**Run 1: nets reached from selected ports**

The bar under the picture is 50 um long.
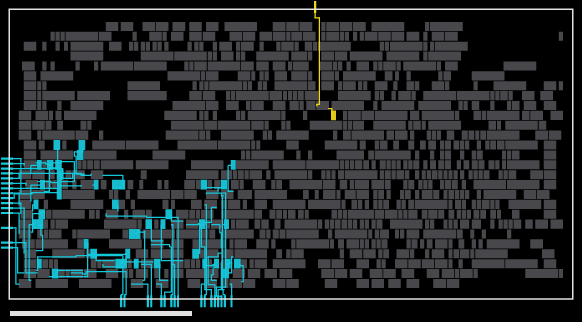
**Run 1: congestion heat map**

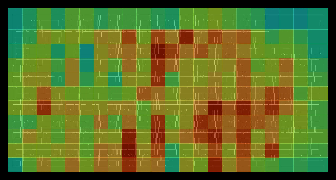
**Run 1: placement density heat map**

The bar under the picture is 50 um long. 15 x 8 tiles, from black (low) to pale yellow (high), 0 to 100% covered.
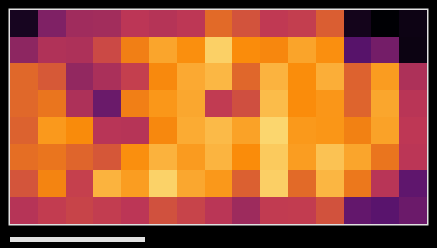
**Run 1: cells coloured by class**

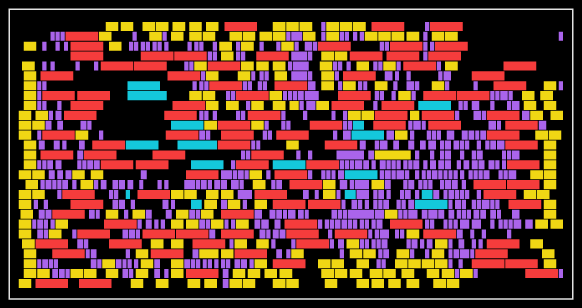
`src/rtl/mem_access_unit_if.sv`:
```
// Data-memory bus of mem_access_unit: the unit drives the master side, the memory the slave side.
interface mem_access_unit_if #(
    parameter int ADDR_WIDTH = 32,
    parameter int DATA_WIDTH = 32
);
    logic                  mem_req_valid;
    logic                  mem_req_ready;
    logic                  mem_we;
    logic [ADDR_WIDTH-1:0] mem_addr;
    logic [DATA_WIDTH-1:0] mem_wdata;
    logic [3:0]            mem_wmask;
    logic                  mem_resp_valid;
    logic [DATA_WIDTH-1:0] mem_resp_data;

    modport master (
        output mem_req_valid, mem_we, mem_addr, mem_wdata, mem_wmask,
        input  mem_req_ready, mem_resp_valid, mem_resp_data
    );

    modport slave (
        input  mem_req_valid, mem_we, mem_addr, mem_wdata, mem_wmask,
        output mem_req_ready, mem_resp_valid, mem_resp_data
    );
endinterface

```
`src/rtl/mem_access_unit.sv`:
```
// M-stage load/store unit: valid/ready memory transactions, store lane steering, load extension.
// Define MEM_ACCESS_MISALIGN_TRAP_EN to trap misaligned half/word accesses instead of force-aligning them.
module mem_access_unit #(
    parameter int ADDR_WIDTH = 32,
    parameter int DATA_WIDTH = 32
) (
    input  logic                  clk,
    input  logic                  reset,
    input  logic                  req_valid,
    input  logic                  req_we,
    input  logic [ADDR_WIDTH-1:0] req_addr,
    input  logic [DATA_WIDTH-1:0] req_wdata,
    input  logic [1:0]            req_size,
    input  logic                  req_unsigned,
    output logic                  stall,
    output logic [DATA_WIDTH-1:0] ld_data,
    output logic                  ld_valid,
    output logic                  misalign,
    mem_access_unit_if.master     mem
);
    typedef enum logic [1:0] {S_IDLE, S_REQ, S_WAIT} state_t;

    state_t                state;
    logic [1:0]            off_q;
    logic [1:0]            size_q;
    logic                  uns_q;
    logic                  done;
    logic                  capture;
    logic [1:0]            off_n;
    logic [3:0]            wmask_n;
    logic [DATA_WIDTH-1:0] wdata_n;
    logic [DATA_WIDTH-1:0] word;
    logic [DATA_WIDTH-1:0] ext;

    assign done    = (state == S_REQ && mem.mem_req_ready && mem.mem_we) ||
                     (state == S_WAIT && mem.mem_resp_valid);
    assign capture = req_valid && (state == S_IDLE || done);
    assign stall   = (state == S_REQ || state == S_WAIT) && !done;

    // Offset is force-aligned to the access size; the trap build checks the raw address separately.
    always_comb begin
        off_n   = req_addr[1:0];
        wmask_n = 4'b1111;
        wdata_n = req_wdata;
        case (req_size)
            2'b00: begin
                wmask_n = 4'b0001 << off_n;
                wdata_n = {4{req_wdata[7:0]}};
            end
            2'b01: begin
                off_n   = {req_addr[1], 1'b0};
                wmask_n = 4'b0011 << off_n;
                wdata_n = {2{req_wdata[15:0]}};
            end
            default: off_n = 2'b00;
        endcase
        if (!req_we) wmask_n = '0;
    end

    always_comb begin
        word = mem.mem_resp_data >> {off_q, 3'b000};
        case (size_q)
            2'b00:   ext = {{24{!uns_q && word[7]}}, word[7:0]};
            2'b01:   ext = {{16{!uns_q && word[15]}}, word[15:0]};
            default: ext = word;
        endcase
    end

`ifdef MEM_ACCESS_MISALIGN_TRAP_EN
    logic bad;
    assign bad = (req_size == 2'b01) ? req_addr[0] :
                 (req_size[1] ? |req_addr[1:0] : 1'b0);

    always_ff @(posedge clk or posedge reset) begin
        if (reset) misalign <= 1'b0;
        else       misalign <= capture && bad;
    end
`else
    assign misalign = 1'b0;
`endif

    always_ff @(posedge clk or posedge reset) begin
        if (reset) begin
            state             <= S_IDLE;
            off_q             <= '0;
            size_q            <= '0;
            uns_q             <= 1'b0;
            ld_data           <= '0;
            ld_valid          <= 1'b0;
            mem.mem_req_valid <= 1'b0;
            mem.mem_we        <= 1'b0;
            mem.mem_addr      <= '0;
            mem.mem_wdata     <= '0;
            mem.mem_wmask     <= '0;
        end else begin
            ld_valid <= 1'b0;
            if (state == S_WAIT && mem.mem_resp_valid) begin
                ld_data  <= ext;
                ld_valid <= 1'b1;
            end
            if (capture) begin
                off_q             <= off_n;
                size_q            <= req_size;
                uns_q             <= req_unsigned;
                mem.mem_we        <= req_we;
                mem.mem_addr      <= {req_addr[ADDR_WIDTH-1:2], 2'b00};
                mem.mem_wdata     <= wdata_n;
                mem.mem_wmask     <= wmask_n;
                mem.mem_req_valid <= 1'b1;
                state             <= S_REQ;
`ifdef MEM_ACCESS_MISALIGN_TRAP_EN
                if (bad) begin
                    mem.mem_req_valid <= 1'b0;
                    state             <= S_IDLE;
                end
`endif
            end else if (done) begin
                mem.mem_req_valid <= 1'b0;
                state             <= S_IDLE;
            end else if (state == S_REQ && mem.mem_req_ready) begin
                mem.mem_req_valid <= 1'b0;
                state             <= S_WAIT;
            end
        end
    end
endmodule

```
`src/flat_wrapper.sv`:
```
// flat-port wrapper written by rule: the top's interface ports become plain ports
module mem_access_unit_flat 
#(
    parameter int ADDR_WIDTH = 32,
    parameter int DATA_WIDTH = 32
)
  (clk, reset, req_valid, req_we, req_addr, req_wdata, req_size, req_unsigned, stall, ld_data, ld_valid, misalign, mem_mem_req_valid, mem_mem_we, mem_mem_addr, mem_mem_wdata, mem_mem_wmask, mem_mem_req_ready, mem_mem_resp_valid, mem_mem_resp_data);
  mem_access_unit_if #(.ADDR_WIDTH(ADDR_WIDTH), .DATA_WIDTH(DATA_WIDTH)) mem_i ();
  input  logic clk;
  input  logic reset;
  input  logic req_valid;
  input  logic req_we;
  input  logic [ADDR_WIDTH-1:0] req_addr;
  input  logic [DATA_WIDTH-1:0] req_wdata;
  input  logic [1:0] req_size;
  input  logic req_unsigned;
  output logic stall;
  output logic [DATA_WIDTH-1:0] ld_data;
  output logic ld_valid;
  output logic misalign;
  output wire logic [$bits(mem_i.mem_req_valid)-1:0] mem_mem_req_valid;
  output wire logic [$bits(mem_i.mem_we)-1:0] mem_mem_we;
  output wire logic [$bits(mem_i.mem_addr)-1:0] mem_mem_addr;
  output wire logic [$bits(mem_i.mem_wdata)-1:0] mem_mem_wdata;
  output wire logic [$bits(mem_i.mem_wmask)-1:0] mem_mem_wmask;
  input wire logic [$bits(mem_i.mem_req_ready)-1:0] mem_mem_req_ready;
  input wire logic [$bits(mem_i.mem_resp_valid)-1:0] mem_mem_resp_valid;
  input wire logic [$bits(mem_i.mem_resp_data)-1:0] mem_mem_resp_data;
  assign mem_mem_req_valid = mem_i.mem_req_valid;
  assign mem_mem_we = mem_i.mem_we;
  assign mem_mem_addr = mem_i.mem_addr;
  assign mem_mem_wdata = mem_i.mem_wdata;
  assign mem_mem_wmask = mem_i.mem_wmask;
  assign mem_i.mem_req_ready = mem_mem_req_ready;
  assign mem_i.mem_resp_valid = mem_mem_resp_valid;
  assign mem_i.mem_resp_data = mem_mem_resp_data;
  mem_access_unit #(.ADDR_WIDTH(ADDR_WIDTH), .DATA_WIDTH(DATA_WIDTH)) u_core (.clk(clk), .reset(reset), .req_valid(req_valid), .req_we(req_we), .req_addr(req_addr), .req_wdata(req_wdata), .req_size(req_size), .req_unsigned(req_unsigned), .stall(stall), .ld_data(ld_data), .ld_valid(ld_valid), .misalign(misalign), .mem(mem_i));
endmodule
```
`config.mk`:
```
export PLATFORM = sky130hd
export DESIGN_NAME = mem_access_unit_flat
export DESIGN_NICKNAME = d
export VERILOG_FILES = /design/src/rtl/mem_access_unit_if.sv /design/src/rtl/mem_access_unit.sv /design/src/flat_wrapper.sv
export SDC_FILE = /design/constraint.sdc
export NUM_CORES = 1
export LEC_CHECK = 0
export ABC_AREA = 1
export CAP_MARGIN = 20
export CORE_ASPECT_RATIO = 0.5
export CORE_MARGIN = 2
export CORE_UTILIZATION = 47
export DETAILED_ROUTE_END_ITERATION = 6
export PLACE_DENSITY = 0.84
export SETUP_SLACK_MARGIN = 0.15
export SLEW_MARGIN = 10
export SYNTH_ARGS = -nofsm -noshare
export SYNTH_HDL_FRONTEND = slang
export SYNTH_SLANG_ARGS = --single-unit
```
`constraint.sdc`:
```
create_clock -name clk -period 11.5 [get_ports clk]
set_clock_uncertainty 0.05 [all_clocks]
set_input_delay 2.875 -clock clk [delete_from_list [all_inputs] [get_ports clk]]
set_output_delay 2.875 -clock clk [all_outputs]
set_load 0.03 [all_outputs]
```
==> ds_physical_params.txt, run 1 <==
Summary of implementation characteristics

Parameter                              Value

Pwr
  Max VDD drop .................. 0.157 mV
  Share of total power in combinational logic .................. 0.553
  Net switching power .................. 1020 uW
  Switching share of power .................. 0.451
  Total power divided by cell area .................. 294 mW/mm2

Clock tree
  Clock slew at the register clock pins of the worst setup and hold paths .................. 0.07 ns
  Clock sink count .................. 107
  # H-tree levels .................. 3
  Total of hold buffers inserted after clock tree synthesis .................. 0
  Clock latency reported for the late side of the worst-skew pair .................. 0.34 ns

Logic synthesis
  Avg Cell Area, Syn .................. 7.89 um2
  Aoi share .................. 0.0875
  Yosys warning tally .................. 0
  Yosys adder share .................. 0.00704
  Number of distinct library cells after synthesis .................. 28
  Total standard cell area after synthesis .................. 0.00533 mm2
  Synthesized-area fraction occupied by xor and xnor cells .................. 0
  Flip-flop and latch count after synthesis .................. 107
  Sequential element share of the synthesized area .................. 0.502

Die
  Io pins .................. 210
  Floorplan die height .................. 79.3 um

Finish
  Number of clock buffers in the layout .................. 10
  Sequential cell count .................. 107
  Buffers, non-clock .................. 210
  Number of multi-input combinational cells .................. 481
  Logic cell area .................. 0.00218 mm2
  Total of fill cells in the finished design .................. 878
  Number of logic inverters in the finished layout .................. 50

Global route
  Global-route wire length before repair .................. 23700 um
  Antenna violations before repair .................. 0
  Number of global-route vias before repair .................. 4918

Final timing
  Final critical-path required period .................. 7.64 ns
  Tightest slew margin relative to the limit .................. 0.299
  RSZ-0062 raised after global routing .................. no

Drt
  Detailed-route DRC error count .................. 0

Status
  Run status .................. finished clean

Worst setup path
  Most used cell along the critical path .................. clkdlybuf4s50_1
About 'nets reached from selected ports':
[cyan] `req_wdata` | bits: 32 | direction: input | end cells: 43 | buffers: 32 | wire: 826 um
[yellow] `req_unsigned` | bits: 1 | direction: input | end cells: 1 | buffers: 1 | wire: 30.7 um

About 'congestion heat map':
mean routed wirelength per cell: 14.7 um
met2 GRT Util: 0.420
peak-usage layer in the global routing report: met2

About 'placement density heat map':
densest ninth of the die: centre
fullest tile: 91%
tiles over 75% full: 35%
mean over tiles: 61%
nearly empty tiles: 0.80%
utilization of the core after routing: 0.697
fp_density: 0.484

About 'cells coloured by class':
[yellow] remaining buffers and delay cells | cells: 210
[cyan] clock drivers and dummy loads | cells: 16
[purple] remaining logic cells | cells: 531
[red] registers | cells: 107
Core Region: 0.0110 mm2
area of all placed cells without fillers: 0.00767 mm2
Seq/total area: 0.349
number of placement rows: 27

run 1: per-layer routing:
metal / GRT usage / part of all wire / vias up
li1: - / - / 2476
met1: 0.308 / 0.42 / 2433
met2: 0.420 / 0.50 / 208
met3: 0.0420 / 0.058 / 37
met4: 0.0759 / 0.025 / 0
met5: 0 / 0 / -
run 1: critical path, delay by kind of cell:
kind	cells	cell delay [ns]
and+or+nand+nor	2	0.58
AOI/OAI and AO/OA	1	0.15
buffers and inverters	2	1.11
run 1: flip-flops by register name, indices dropped and copies added (netlist names):
name,count
u_core.ld_valid,1
u_core.state,2
u_core.mem.mem_addr,30
u_core.size_q,2
u_core.mem.mem_wmask,4
u_core.mem.mem_we,1
u_core.off_q,2
u_core.ld_data,32
u_core.uns_q,1
u_core.mem.mem_wdata,32
run 1: final timing paths:
| path | slack, ns | endpoint | cells past startpoint | start |
|---|---|---|---|---|
| max in group asynchronous | 7.29 | u_core.ld_data[20] | 3 | reset |
| setup / recovery | 3.86 | stall | 5 | mem_mem_resp_valid |
| hold / removal | 0.43 | u_core.ld_data[15] | 2 | u_core.ld_data[15] |
| min in group asynchronous | 2.87 | u_core.mem.mem_wdata[27] | 2 | reset |
| setup reg to reg | 8.75 | u_core.mem.mem_wdata[11] | 9 | u_core.state[0] |
| hold reg to reg | 0.43 | u_core.ld_data[15] | 2 | u_core.ld_data[15] |
run 1: cells in the mapped netlist:
library cell / count / area share
nand2_1: 267 / 0.19
buf_6: 15 / 0.032
clkbuf_1: 6 / 0.0042
conb_1: 1 / 0.00070
nor2_8: 1 / 0.0038
nand2_2: 3 / 0.0035
o211ai_1: 7 / 0.0099
nor2_2: 2 / 0.0023
inv_4: 1 / 0.0012
inv_1: 46 / 0.032
nand3_1: 53 / 0.050
nand2_4: 2 / 0.0042
o21ai_1: 22 / 0.021
buf_1: 2 / 0.0014
a21oi_1: 32 / 0.030
o21ai_2: 3 / 0.0049
nor2_1: 32 / 0.023
o21ai_0: 22 / 0.021
or2_2: 25 / 0.029
inv_2: 3 / 0.0021
o31ai_1: 1 / 0.0014
nor2_4: 1 / 0.0021
ha_1: 3 / 0.0070
buf_2: 12 / 0.011
dfrtp_1: 107 / 0.50
nand3_2: 1 / 0.0019
nand4_4: 1 / 0.0040
buf_4: 5 / 0.0070
run 1: cell usage in the layout (no fill, tap or decap), types with 7 or more instances in the layout:
cell type        instances
a21oi_1                 32
clkbuf_16                9
clkdlybuf4s50_1        206
dfrtp_1                107
inv_1                   45
nand2_1                267
nand3_1                 53
nor2_1                  32
o211ai_1                 7
o21ai_0                 22
o21ai_1                 22
or2_2                   25
run 1: power by group through the flow:
stage          sequential [uW]  combinational [uW]  clock [uW]
2_1_floorplan              982                 475           0
3_3_place_gp               666                1220           0
3_5_place_dp               674                1240           0
4_1_cts                    673                1250         339
5_1_grt                    693                1350         350
6_report                   674                1250         333
run 1: stage by stage:
step           std cells  utilization  cell area, um2  hold WS [ns]  power (uW)
2_1_floorplan        678            -            5340         0.409        1460
3_3_place_gp         991        0.663            7300         0.412        1880
3_5_place_dp         991        0.663            7300         0.415        1920
4_1_cts             1007        0.693            7630         0.434        2260
5_1_grt             1009        0.697            7670         0.445        2390
6_report            1009        0.697            7670         0.430        2250
==> inputs of run 2 (changes only) <==
--- a/config.mk
+++ b/config.mk
@@ -9,9 +9,9 @@
 export CAP_MARGIN = 20
 export CORE_ASPECT_RATIO = 0.5
 export CORE_MARGIN = 2
-export CORE_UTILIZATION = 47
+export CORE_UTILIZATION = 40
 export DETAILED_ROUTE_END_ITERATION = 6
-export PLACE_DENSITY = 0.84
+export PLACE_DENSITY = 0.75
 export SETUP_SLACK_MARGIN = 0.15
 export SLEW_MARGIN = 10
 export SYNTH_ARGS = -nofsm -noshare
==> constraint.sdc (replaced) <==
create_clock -name clk -period 7 [get_ports clk]
set_clock_uncertainty 0.05 [all_clocks]
set_input_delay 1.75 -clock clk [delete_from_list [all_inputs] [get_ports clk]]
set_output_delay 1.75 -clock clk [all_outputs]
set_load 0.03 [all_outputs]
**Run 2: nets reached from selected ports**

The bar under the picture is 50 um long.
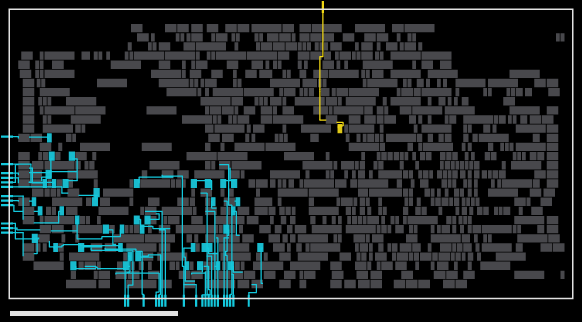
[yellow] `req_unsigned` | bits: 1 | direction: input | end cells: 1 | buffers: 1 | wire: 40.1 um
[cyan] `req_wdata` | bits: 32 | direction: input | end cells: 43 | buffers: 32 | wire: 806 um
number of buffers added on ports: 206
io pins: 210

==> ds_physical_params.txt, run 2 <==
Summary of implementation characteristics

Parameter                              Value

Status
  Run status .................. finished with violations (was finished clean)
  Failing checks .................. design-rule violations

Finish
  Highest-count cells in the layout ignoring fill and taps .................. nand2_1 (267), clkdlybuf4s50_1 (206), dfrtp_1 (107) (unchanged)
  Most frequent logic cell in the layout .................. nand2_1 (unchanged)
  Area of all placed cells without fillers .................. 0.00764 mm2 (was 0.00767 mm2)
  Total inserted antenna cells .................. 0 (unchanged)
  Largest registers ranked by flip-flop count .................. u_core.ld_data (32), u_core.mem.mem_wdata (32), u_core.mem.mem_addr (30) (unchanged)
  Total of fill cells in the finished design .................. 1184 (was 878)
  Synth-to-Final Area Change .................. 43.3% (was 43.9%)

Worst setup path
  Largest delay contributor family on the critical path .................. buffers and inverters (unchanged)
  Worst Setup End Kind .................. output port (unchanged)
  Worst path buffer plus inverter count .................. 2 (unchanged)
  Worst-path fanout max .................. 27 (unchanged)
  Chain of cells forming the critical path .................. clkdlybuf4s50_1 -> nand2_2 -> o21ai_2 -> nor2_1 -> clkdlybuf4s50_1 (unchanged)
  Kind of critical path .................. input port to output port (unchanged)
  Data required time at the worst endpoint .................. 5.20 ns (was 8.58 ns)
  CP max stage delay .................. 0.69 ns (about the same)
  WP depth .................. 5 (unchanged)
  Depth of the most critical reg-to-reg path .................. 9 (unchanged)
  Most used cell along the critical path .................. clkdlybuf4s50_1 (unchanged)

Final timing
  Post-route worst hold slack .................. 0.431 ns (was 0.430 ns)
  Final-layout setup total negative slack .................. 0 ns (unchanged)
  Tightest slew margin relative to the limit .................. 0.413 (was 0.299)
  RSZ-0062 raised after global routing .................. no (unchanged)
  Final critical-path required period .................. 5.31 ns
  Final setup violation count .................. 0 (unchanged)
  Highest attainable clock frequency .................. 188 MHz

Logic synthesis
  Total standard cell area after synthesis .................. 0.00533 mm2 (unchanged)
  Yosys chip area .................. 0.00533 mm2 (unchanged)
  Share of async-settable or async-resettable flops after synthesis .................. 1.00 (unchanged)
  Sequential element share of the synthesized area .................. 0.502 (unchanged)
  Yosys warning tally .................. 0 (unchanged)
  Cell types occupying the most area after synthesis .................. dfrtp_1 (50%), nand2_1 (19%), nand3_1 (5.0%) (unchanged)
  Area leader share .................. 0.502 (unchanged)
  Avg Cell Area, Syn .................. 7.89 um2 (unchanged)
  Top cell type by total area after synthesis .................. dfrtp_1 (unchanged)
  Number of distinct library cells after synthesis .................. 28 (unchanged)
  Yosys top cell by instances .................. nand2_1 (unchanged)
  Most used flip-flop cell .................. dfrtp_1 (unchanged)
  Top cell types by occurrence after synthesis .................. nand2_1 (267), dfrtp_1 (107), nand3_1 (53) (unchanged)
  Flip-flop and latch count after synthesis .................. 107 (unchanged)
  Count of library flops with an enable pin .................. 0 (unchanged)

Clock tree
  # H-tree levels .................. 3 (unchanged)
  Total of hold buffers inserted after clock tree synthesis .................. 0 (unchanged)
  Clock latency reported for the late side of the worst-skew pair .................. 0.34 ns (about the same)
  Maximum clock path buffer count .................. 2 (unchanged)
  Clock slew at the register clock pins of the worst setup and hold paths .................. 0.07 ns (about the same)
  Clock sink count .................. 107 (unchanged)
  CTS tree .................. built (unchanged)

Drt
  Via count .................. 4981 (was 5154)
  First DRT Iteration DRCs .................. 321 (was 339)
  Detailed-route DRC error count .................. 8 (was 0)
  Mean routed wirelength per cell .................. 14.3 um (was 14.7 um)
  DRT antenna net count .................. 0 (unchanged)

Min path
  Hold Path Stages .................. 2 (unchanged)
  Class of the tightest hold or removal check .................. flop to flop (unchanged)

Placed design
  Total cell area at the placement stage .................. 0.00734 mm2 (was 0.00730 mm2)
  Post-detailed-placement half-perimeter wirelength .................. 10600 um (about the same)

Global route
  Largest net degree at the start of global routing .................. 88 (was 112)
  Number of global-route vias before repair .................. 4810 (was 4918)
  Global-route wire length before repair .................. 24200 um (was 23700 um)
  Antenna violations before repair .................. 0 (unchanged)

Die
  Fp_density .................. 0.415 (was 0.484)
  Die Width .................. 167 um (was 155 um)
  Number of placement rows .................. 29 (was 27)
  Core Region .................. 0.0128 mm2 (was 0.0110 mm2)
  Floorplan die height .................. 85.6 um (was 79.3 um)

Job
  OpenROAD warnings .................. 28 (was 30)

Pwr
  Max VDD drop .................. 0.306 mV (was 0.157 mV)
  Total power divided by cell area .................. 472 mW/mm2 (was 294 mW/mm2)
==> run 2: cell counts after synthesis <==
No cell type changed its count.
==> run 2: tightest hold or removal path, delay by kind of cell (launching register included) <==
family	cells	cell delay, ns
flip-flops	1	0.34
AND/OR/NAND/NOR	2	0.11
==> run 2: worst paths after layout <==
kind / end / slack (ns) / startpoint
min in group asynchronous: u_core.mem.mem_wdata[30] / 1.73 / reset
min reg2reg: u_core.mem.mem_addr[16] / 0.43 / u_core.mem.mem_addr[16]
min: u_core.mem.mem_addr[16] / 0.43 / u_core.mem.mem_addr[16]
max in group asynchronous: u_core.ld_data[1] / 3.93 / reset
max reg2reg: u_core.state[0] / 4.22 / u_core.state[0]
max: stall / 1.69 / mem_mem_resp_valid
==> run 2: report_power, final <==
part | internal [uW] | switching, uW
sequential | 912 | 185
combinational | 804 | 1240
clock | 240 | 233
==> run 2: per-stage QoR <==
step	setup slack [ns]	std cells	utilization	total power [uW]
floorplan	2.38	678	-	2390
detailed placement	1.69	1016	0.571	3140
finish	1.69	1032	0.595	3610
global route	1.59	1032	0.595	3850
global placement	1.70	1016	0.571	3100
CTS	1.67	1030	0.592	3630
==> run 2: cells by family after synthesis <==
family                     Yosys count  share of synthesized area
other                                1                   0.000703
adders and majority gates            3                    0.00704
buffers and inverters               90                     0.0913
AOI/OAI and AO/OA                   87                     0.0875
DFF                                107                      0.502
and+or+nand+nor                    388                      0.311
==> run 2: final cells by class <==
| class | count | area, um2 | share of cell area |
|---|---|---|---|
| sequential | 107 | 2680 | 0.350 |
| multi-input combinational | 481 | 2180 | 0.285 |
| timing repair buffer | 210 | 2120 | 0.277 |
| clock buffer | 9 | 225 | 0.0295 |
| tap | 170 | 213 | 0.0278 |
| inverter | 50 | 193 | 0.0252 |
| clock inverter | 5 | 40.0 | 0.00524 |
==> run 2: routing by layer <==
metal	vias to the layer above	GRT usage	wire length, um
li1	2481	-	-
met1	2348	0.272	6390
met2	124	0.363	7430
met3	28	0.0397	616
met4	0	0.0719	314
met5	-	0	0
Power is estimated from default activity; no workload was simulated.
